==> config.mk <==
export PLATFORM = sky130hd
export DESIGN_NAME = seg7_scan_encoder
export DESIGN_NICKNAME = d
export VERILOG_FILES = /design/src/rtl/seg7_pkg.sv /design/src/rtl/seg7_decoder.sv /design/src/rtl/seg7_scan_encoder.sv
export SDC_FILE = /design/constraint.sdc
export NUM_CORES = 1
export LEC_CHECK = 0
export CAP_MARGIN = 20
export CORE_MARGIN = 3
export CORE_UTILIZATION = 56
export DETAILED_ROUTE_END_ITERATION = 8
export PLACE_DENSITY = 0.79
export SLEW_MARGIN = 40
export SYNTH_ARGS = -nofsm -noshare
export SYNTH_HDL_FRONTEND = slang
export SYNTH_SLANG_ARGS = --single-unit
export TNS_END_PERCENT = 100
==> constraint.sdc <==
create_clock -name clock -period 3.3 [get_ports clock]
set_clock_uncertainty 0.15 [all_clocks]
set_input_delay 0.66 -clock clock [delete_from_list [all_inputs] [get_ports clock]]
set_output_delay 0.66 -clock clock [all_outputs]
set_load 0.01 [all_outputs]
==> run_1/metal_stack.png <==
Bar = 20 µm.
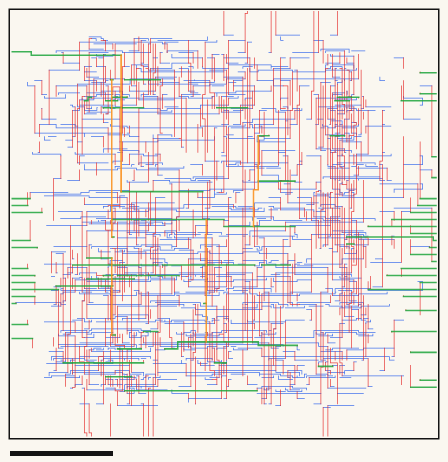
legend:
  met4:
    color: orange
    wire_length: 115 µm
  met3:
    color: green
    wire_length: 485 µm
  met2:
    color: red
    wire_length: 3,180 µm
  met1:
    color: blue
    wire_length: 3,440 µm
gr usage total: 0.206
via total after detailed routing: 2,931
Total Wirelength: 7220 µm
DR WL/cell: 14.0 µm

==> run_1/final_placement.png <==
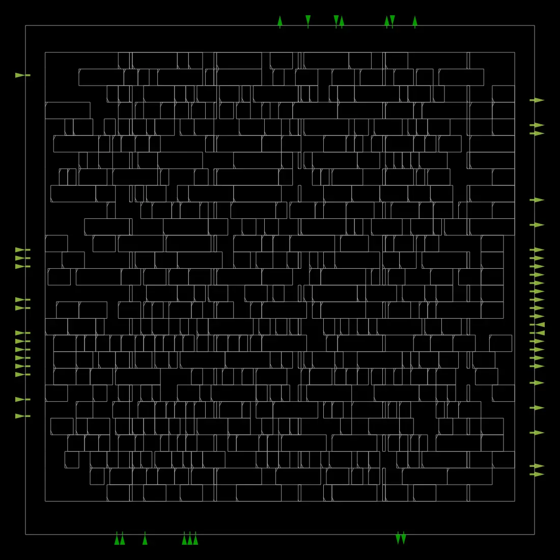
sequential cell area share: 0.319
n_taps: 72

==> run_1/met4.png <==
Supply wires on this layer in gray.
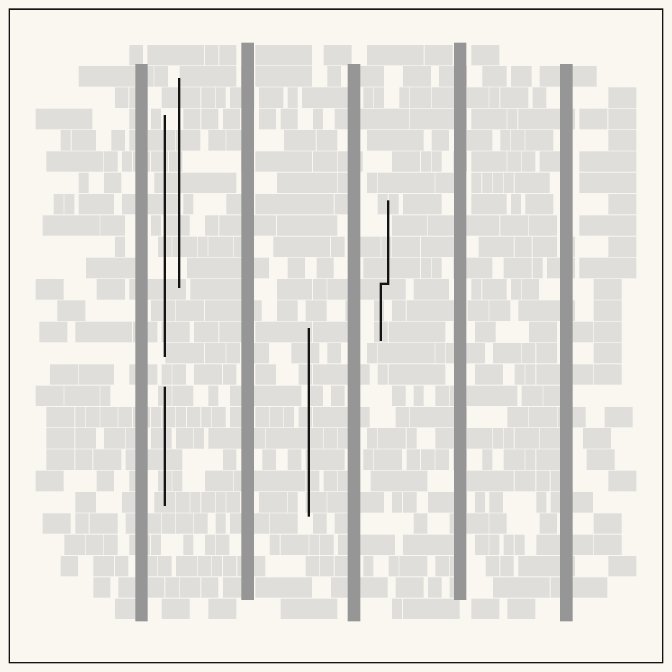
wire length on this layer: 115 µm
longest straight run: 30.6 µm

==> run_1/drive_strength.png <==
Bar = 20 µm.
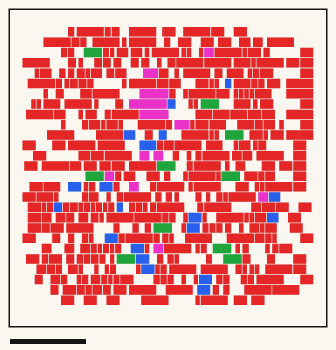
legend:
  drive 1 or less:
    color: red
    cells: 402
    share: 91%
  drive 3 to 4:
    color: magenta
    cells: 12
    share: 2.7%
  drive 6 and up:
    color: green
    cells: 10
    share: 2.3%
  drive 2:
    color: blue
    cells: 19
    share: 4.3%
Layout area overhead: 20.1%
Buffers excl. clock: 59
Final Cell Area: 0.00402 mm²

==> flow_metrics.env <==
# yosys + openroad results
export IMPL_slew_headroom=0.602
export IMPL_die_w_um=83.3
export IMPL_grt_max_degree=24
export IMPL_warning_count=36
export IMPL_fin_tns_setup_ns=0
export IMPL_drc=0
export IMPL_nets=477
export IMPL_holdPathStages=1
export IMPL_final_seq_area_mm2=0.00128
export IMPL_post_place_cells=499
export IMPL_reg2reg_depth=8
export IMPL_ys_area_mm2=0.00334
export IMPL_cts_sinks=64
export IMPL_grt_pass1_vias=2520
export IMPL_critPathTopFamily="adder cells"
export IMPL_post_synth_top_area_cell="dfxtp_1"
export IMPL_synthArstFlopShare=0
export IMPL_drtIter0Drc=120
export IMPL_setup_viol=0
export IMPL_antenna_found_initial=0
export IMPL_diodes=0
export IMPL_status="finished, final reports clean"
export IMPL_drt_vias_per_instance=5.69
export IMPL_worst_setup_path_type="register to register"
export IMPL_place_hpwl_um=5390
export IMPL_clk_pin_slew_ns=0.07
export IMPL_setup_worst_path_end_class="register"
export IMPL_postCtsSetupRepairBufs=0
export IMPL_root_buffer="clkbuf_8"
export IMPL_critPathLaunchType="register"
export IMPL_cts_tree="built"
export IMPL_hp_class="register to register"
export IMPL_ys_seq_elements=64
export IMPL_worstPathCellList="ha_1 > o21ai_0 > nand2_1 > inv_1 > ha_1 > nand2_1 > o21ai_0 > a221o_1"
export IMPL_fp_row_count=27
export IMPL_cp_slowest_cell="ha_1"
export IMPL_max_stage_delay_ns=0.57
export IMPL_logic_area_mm2=0.00186
export IMPL_clock_latency_ns=0.34
export IMPL_hold_viol=0
export IMPL_grt_pass1_wl_um=11800
export IMPL_whs_ns=0.293
export IMPL_cp_required_ns=3.38
export IMPL_power_density_mw_per_mm2=388
export IMPL_yosysCellCount=389
export IMPL_common_cells="dfxtp_1, o21ai_0, nand2_1"
export IMPL_worst_pin_slew_ns=0.597
export IMPL_ys_flop_type="dfxtp_1"
export IMPL_syn_area_mm2=0.00334
export IMPL_hold_buffers=0
export IMPL_cts_buffers=9
export IMPL_avgSynthCellArea_um2=8.60
export IMPL_htreeDepth=3
export IMPL_netlist_cell_type_count=47
export IMPL_reg2reg_setup_slack_ns=0.63
export IMPL_fill_cells=442
export IMPL_edf_count=0
export IMPL_cts_buffer_depth=2
export IMPL_chipArea_mm2=0.00694
export IMPL_drtPass1Iterations=6
export IMPL_finalClockPeriodUsage=0.808
export IMPL_instances_no_fill=515
export IMPL_yosys_warnings=0
export IMPL_yosys_top_cells_area="dfxtp_1, o21ai_0, ha_1"
export IMPL_cp_arrival_ns=2.74
export IMPL_ant_nets=0
export IMPL_rsz0062_at_grt="no"
export IMPL_synth_top_cell_area_share=0.383
export IMPL_dpl_cell_area_mm2=0.00385
export IMPL_cts_resized_gates=0
export IMPL_port_buffers=53
export IMPL_crit_buf_inv=1
export IMPL_syn_inst=389
export IMPL_drive_gt1_frac=0.0926
export IMPL_die_height_um=83.3
export IMPL_ios=54
export IMPL_p_leak_uw=0.00146
export IMPL_overflow=0
export IMPL_fmax_ghz=0.375
run 1: metal layers:
metal,part of all wire,routed length (µm),global-route usage,up-vias
met1,0.48,3440,0.275,1355
met2,0.44,3180,0.319,100
met5,0,0,0,-
met3,0.067,485,0.0565,13
li1,-,-,-,1463
met4,0.016,114,0.0743,0
run 1: layout make-up:
type                            instances  share of cell area
Clock buffer                           13              0.0371
Tap cell                               72              0.0224
Timing Repair Buffer                   59               0.143
Clock inverter                          3             0.00436
Multi-Input combinational cell        294               0.464
Sequential cell                        64               0.319
Inverter                               10             0.00935
run 1: power by group:
group          internal, µW  switching (µW)
clock network           291             290
logic                  81.4            93.7
registers               792            9.83
run 1: cells by family (layout without fill, tap and decap cells):
group,after synthesis,in the layout,synth area share
AOI/OAI and AO/OA,87,87,0.152
DFF,64,64,0.383
buffers and inverters,31,85,0.0595
xor gates and xnor gates,10,10,0.0262
muxes,8,8,0.0239
and+or+nand+nor,175,175,0.303
adders and majority gates,14,14,0.0524
run 1: per-stage QoR:
| stage | total power, µW | utilization | worst slack, ns |
|---|---|---|---|
| 3_3_place_gp | 988 | 0.682 | 0.478 |
| 3_5_place_dp | 993 | 0.682 | 0.441 |
| 2_1_floorplan | 927 | - | 1.03 |
| 6_report | 1560 | 0.712 | 0.633 |
| 5_1_grt | 1620 | 0.712 | 0.464 |
| 4_1_cts | 1570 | 0.712 | 0.668 |
run 1: layout by cell type (no fill, tap or decap), drive strengths merged, types with 14 or more instances in the layout:
cell           instances
ha                    14
nand3                 19
nand2                 42
a21oi                 19
clkdlybuf4s50         53
o21ai                 50
dfxtp                 64
nor2b                 15
nor3b                 15
nor2                  36
Power is estimated from default activity; no workload was simulated.
